<file path="config.mk">
export PLATFORM = sky130hd
export DESIGN_NAME = xctcmsg_ring_stop
export DESIGN_NICKNAME = d
export VERILOG_FILES = /design/src/rtl/xctcmsg_pkg.sv /design/src/rtl/xctcmsg_ring_rx_fifo.sv /design/src/rtl/xctcmsg_ring_stop.sv
export SDC_FILE = /design/constraint.sdc
export NUM_CORES = 1
export LEC_CHECK = 0
export CAP_MARGIN = 40
export CORE_ASPECT_RATIO = 0.6
export CORE_MARGIN = 2
export CORE_UTILIZATION = 35
export CTS_CLUSTER_DIAMETER = 30
export DETAILED_ROUTE_END_ITERATION = 10
export SYNTH_ARGS = -nofsm -noshare
export SYNTH_HDL_FRONTEND = slang
export SYNTH_HIERARCHICAL = 1
export SYNTH_SLANG_ARGS = --single-unit
</file>
<file path="constraint.sdc">
create_clock -name clk -period 5 [get_ports clk]
set_input_delay 1 -clock clk [delete_from_list [all_inputs] [get_ports clk]]
set_output_delay 1 -clock clk [all_outputs]
set_load 0.005 [all_outputs]
</file>
<file path="src/rtl/xctcmsg_pkg.sv">
// Shared types for the xctcmsg ring: FU-side message and ring flit formats.
package xctcmsg_pkg;

  localparam int RING_ADDR_W = 32;
  localparam int RING_PAY_W  = 64;

  typedef struct packed {
    logic [RING_ADDR_W-1:0] dest;
    logic [RING_PAY_W-1:0]  payload;
  } ring_msg_t;

  typedef struct packed {
    logic [RING_ADDR_W-1:0] dest;
    logic [RING_ADDR_W-1:0] src;
    logic [RING_PAY_W-1:0]  payload;
  } ring_flit_t;

  // Wrap an FU message into a flit stamped with the sender's address.
  function automatic ring_flit_t msg_to_flit(input ring_msg_t m, input logic [RING_ADDR_W-1:0] src);
    ring_flit_t f;
    f.dest    = m.dest;
    f.src     = src;
    f.payload = m.payload;
    return f;
  endfunction

endpackage

</file>
<file path="src/rtl/xctcmsg_ring_rx_fifo.sv">
// Synchronous RX FIFO for ejected/loopback flits. in_ready depends only on
// the pre-pop fill level, so a full FIFO never accepts in the cycle it pops.
module xctcmsg_ring_rx_fifo
  import xctcmsg_pkg::*;
#(
  parameter int DEPTH = 4
) (
  input  logic       clk,
  input  logic       rst_n,
  input  logic       in_valid_i,
  output logic       in_ready_o,
  input  ring_flit_t in_data_i,
  output logic       out_valid_o,
  input  logic       out_ready_i,
  output ring_flit_t out_data_o,
  output logic       full_o
);

  localparam int AW = $clog2(DEPTH);

  ring_flit_t      mem_q [DEPTH];
  logic [AW-1:0]   wptr_q, rptr_q;
  logic [AW:0]     cnt_q, cnt_d;
  logic            push, pop;

  assign full_o      = (cnt_q == (AW+1)'(DEPTH));
  assign in_ready_o  = !full_o;
  assign out_valid_o = (cnt_q != '0);
  assign out_data_o  = mem_q[rptr_q];
  assign push        = in_valid_i && !full_o;
  assign pop         = out_valid_o && out_ready_i;

  // Occupancy follows push/pop; simultaneous push and pop cancel.
  always_comb begin
    cnt_d = cnt_q;
    case ({push, pop})
      2'b10:   cnt_d = cnt_q + 1'b1;
      2'b01:   cnt_d = cnt_q - 1'b1;
      default: cnt_d = cnt_q;
    endcase
  end

  // Pointers wrap naturally at the power-of-two depth.
  always_ff @(posedge clk or negedge rst_n) begin
    if (!rst_n) begin
      wptr_q <= '0;
      rptr_q <= '0;
      cnt_q  <= '0;
    end else begin
      if (push) wptr_q <= wptr_q + 1'b1;
      if (pop)  rptr_q <= rptr_q + 1'b1;
      cnt_q <= cnt_d;
    end
  end

  // Storage needs no reset; only valid entries are ever read out.
  always_ff @(posedge clk) begin
    if (push) mem_q[wptr_q] <= in_data_i;
  end

endmodule

</file>
<file path="src/rtl/xctcmsg_ring_stop.sv">
// One stop of the unidirectional xctcmsg ring: transit forwarding, FU
// injection, ejection and local loopback into an RX FIFO.
// Optional injection fairness: define XCTCMSG_RING_FAIRNESS_EN.
module xctcmsg_ring_stop
  import xctcmsg_pkg::*;
#(
  parameter int RX_DEPTH     = 4,
  parameter int STARVE_LIMIT = 8
) (
  input  logic                   clk,
  input  logic                   rst_n,
  input  logic [RING_ADDR_W-1:0] local_address,
  input  logic                   fu_ring_valid,
  output logic                   ring_fu_ready,
  input  ring_msg_t              fu_ring_data,
  output logic                   ring_fu_valid,
  input  logic                   fu_ring_ready,
  output ring_flit_t             ring_fu_data,
  input  logic                   ring_in_valid,
  output logic                   ring_in_ready,
  input  ring_flit_t             ring_in_flit,
  output logic                   ring_out_valid,
  input  logic                   ring_out_ready,
  output ring_flit_t             ring_out_flit
);

  logic       out_vld_q;
  ring_flit_t out_flit_q;
  logic       out_can_load, eject, transit, fu_lb, fu_inj, force_inj;
  logic       transit_acc, inj_acc, rx_full, rx_in_ready;
  ring_flit_t fu_flit, rx_in_data;

  assign out_can_load = !out_vld_q || ring_out_ready;
  assign eject        = ring_in_valid && (ring_in_flit.dest == local_address);
  assign transit      = ring_in_valid && (ring_in_flit.dest != local_address);
  assign fu_lb        = fu_ring_valid && (fu_ring_data.dest == local_address);
  assign fu_inj       = fu_ring_valid && (fu_ring_data.dest != local_address);
  assign fu_flit      = msg_to_flit(fu_ring_data, local_address);

  // Transit normally beats injection; a forced grant flips that for one load.
  assign ring_in_ready = (ring_in_flit.dest == local_address) ? !rx_full
                                                              : (out_can_load && !force_inj);
  assign ring_fu_ready = (fu_ring_data.dest == local_address) ? (!rx_full && !eject)
                                                              : (out_can_load && (!transit || force_inj));
  assign transit_acc   = transit && ring_in_ready;
  assign inj_acc       = fu_inj && ring_fu_ready;

`ifdef XCTCMSG_RING_FAIRNESS_EN
  localparam int SW = $clog2(STARVE_LIMIT + 1);
  logic [SW-1:0] starve_q;

  assign force_inj = (starve_q == SW'(STARVE_LIMIT));

  // Count cycles a pending inject lost only to transit; saturates at the limit.
  always_ff @(posedge clk or negedge rst_n) begin
    if (!rst_n)                              starve_q <= '0;
    else if (!fu_inj || inj_acc)             starve_q <= '0;
    else if (out_can_load && transit && !force_inj) starve_q <= starve_q + 1'b1;
  end
`else
  assign force_inj = 1'b0;
`endif

  // Output register: reload whenever empty or being drained downstream.
  always_ff @(posedge clk or negedge rst_n) begin
    if (!rst_n) begin
      out_vld_q  <= 1'b0;
      out_flit_q <= '0;
    end else if (out_can_load) begin
      out_vld_q <= transit_acc || inj_acc;
      if (transit_acc)  out_flit_q <= ring_in_flit;
      else if (inj_acc) out_flit_q <= fu_flit;
    end
  end

  assign ring_out_valid = out_vld_q;
  assign ring_out_flit  = out_flit_q;

  // Eject has priority into the RX FIFO; loopback only pushes when no eject.
  assign rx_in_data = eject ? ring_in_flit : fu_flit;

  xctcmsg_ring_rx_fifo #(.DEPTH(RX_DEPTH)) u_rx_fifo (
    .clk         (clk),
    .rst_n       (rst_n),
    .in_valid_i  (eject || fu_lb),
    .in_ready_o  (rx_in_ready),
    .in_data_i   (rx_in_data),
    .out_valid_o (ring_fu_valid),
    .out_ready_i (fu_ring_ready),
    .out_data_o  (ring_fu_data),
    .full_o      (rx_full)
  );

  logic unused_ok;
  assign unused_ok = rx_in_ready;

endmodule

</file>
Fig. 1: layout detail
Window x 261 to 291, y 41 to 71 um. Cells in grey, sequential cells in the stronger grey; small squares are vias.
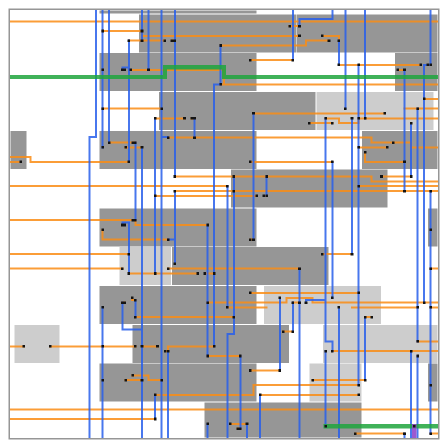
Green marks M3. Orange marks M1. Blue marks M2. Purple marks M4.
18 logic cells have their middle in the window. Netlist names of flops here include u_rx_fifo/mem_q (12). Sequential cells in the window: 12. Most frequent: edfxtp_1 (12), clkdlybuf4s50_1 (2), mux4_2 (2).

Fig. 2: cell sizes after repair
The bar under the picture is 100 um long.
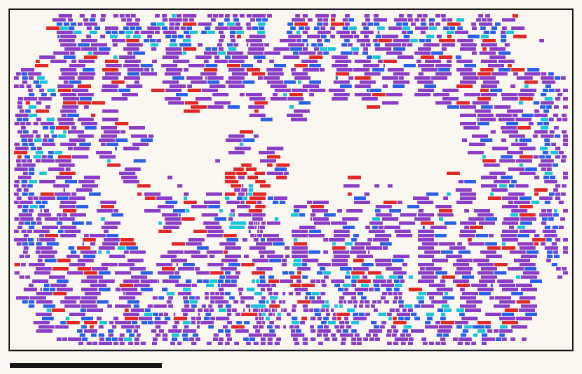
Red marks x6 and larger, cells 177. Purple marks x1 and smaller, cells 1304. Blue marks x2, cells 427. Cyan marks x3 and x4, cells 160.
Signal buffers: 557
setup ws final: 174 ps
Final Cell Area: 38500 um2
Area Overhead vs Synth: 37.9%

Fig. 3: register map, names as in the netlist
The bar under the picture is 100 um long. Other sequential cells in the stronger grey, the rest of the logic in the fainter grey.
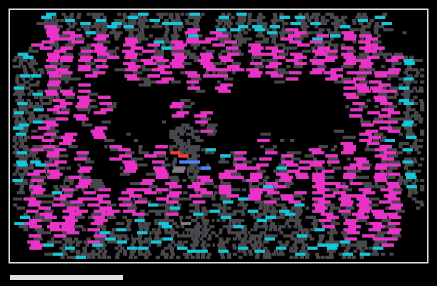
Cyan marks ring_out_flit, sequential cells 128, where widely spread. Blue marks u_rx_fifo/cnt_q, sequential cells 3. Red marks u_rx_fifo/wptr_q, sequential cells 2. Magenta marks u_rx_fifo/mem_q, sequential cells 512, where widely spread.
Another 3 sequential cells are not coloured.

Fig. 4: clock wiring as the flow saved it
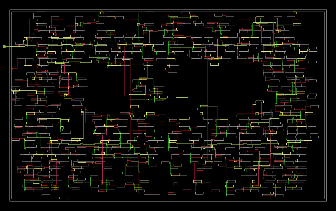
clock buffers: 124
registers: 648

==> results.txt <==
run metrics: FF-to-FF setup slack 2840 ps, Largest Register u_rx_fifo/mem_q, Pre-antenna DRT Iters 5, Synth async-reset ratio 21.0%, unrepaired setup endpoints after global routing false, CP max stage cell clkdlybuf4s50_1, startpoint types input port, crit-path max FO 4, Clock power frac 42.2%, Core Util, Final 48.6%, routability cong. 0.919, met1 usage 25.1%, final hold violations 0, Synth Area in XOR/XNOR 2.23%, area share of fa/ha/maj cells after synthesis 0.296%, vias per cell 4.89, Leading cell kind sequential cells, Post-CTS Hold Buffers 0, count leader, synth edfxtp_1, main logic family after synthesis multiplexers, max_cap viols 0, Pint 0.0137 W, critical-path cell list clkdlybuf4s50_1, xnor2_1, nand4_1, nor2_1, nand4_1, xor2_1, a221oi_1, clkdlybuf4s50_1, Design Power 0.0185 W, DR top layer met4, Top power group clock, count of multi-input gates 636, Synth top cells by count 512 x edfxtp_1, 284 x mux2_2, 136 x dfrtp_1, P_comb 0.00449 W, Worst path depth 8, Rows 80, Final HPWL DP 50300 um, busiest grt layer met2, multi-input logic area 8630 um2, inverters 8, critical path type input port to output port, CTS Sinks 648, die footprint 82100 um2, Comb pwr share 24.2%, port bufs 521, post-synth top area share 55.1%, Yosys Chip Area 27900 um2, TAP cells 1066, CTS tree built, DRT iter0 DRCs 935, Die H 223 um, Critical Path Sink ring_fu_ready, status complete, no violations, Resized cells post-CTS 0, Non-Filler Instances 3136, relative slew slack 8.76%, NetSw 0.00487 W, Worst VDD drop 0.294 mV, cycle use final 96.5%, I/O Pins 522, crit path capture type output port, Max Buffers Root-to-Sink 3, initial antenna violation count 5, Commonest Layout Cell clkdlybuf4s50_1, Sw Ratio 26.3%, FF-to-FF path depth 5, met3 Use GR 5.62%, setup_tns 0 ps, WP buf/inv 2, core area 79200 um2, Worst Setup SP local_address[17], skew final 46.1 ps, CP required 4000 ps, worst hold slack 279 ps, fp util 35.3%, first-pass GRT wire length 111000 um, Avg Inst Size Synth 20.5 um2, Clock Pin Slew Worst Setup and Hold Paths 50 ps, Hold WC Path Type input port to asynchronous set/reset pin, cell taking the most area after synthesis edfxtp_1, FF-to-FF Start ring_out_valid, Ys Warns 6, worst-margin pin slew 1370 ps, Simple-Gate Fraction of Synth Area 0.843%, flip-flops with a built-in enable 512, largest net degree at the start of global routing 129, Clock Root Buffer clkbuf_16, Flop area 18800 um2, Crit path largest cell delay 600 ps, CTS Buf Count 115, Final ANT Viol Nets 0, sequential power 0.00623 W
Power and IR drop assume default switching activity.
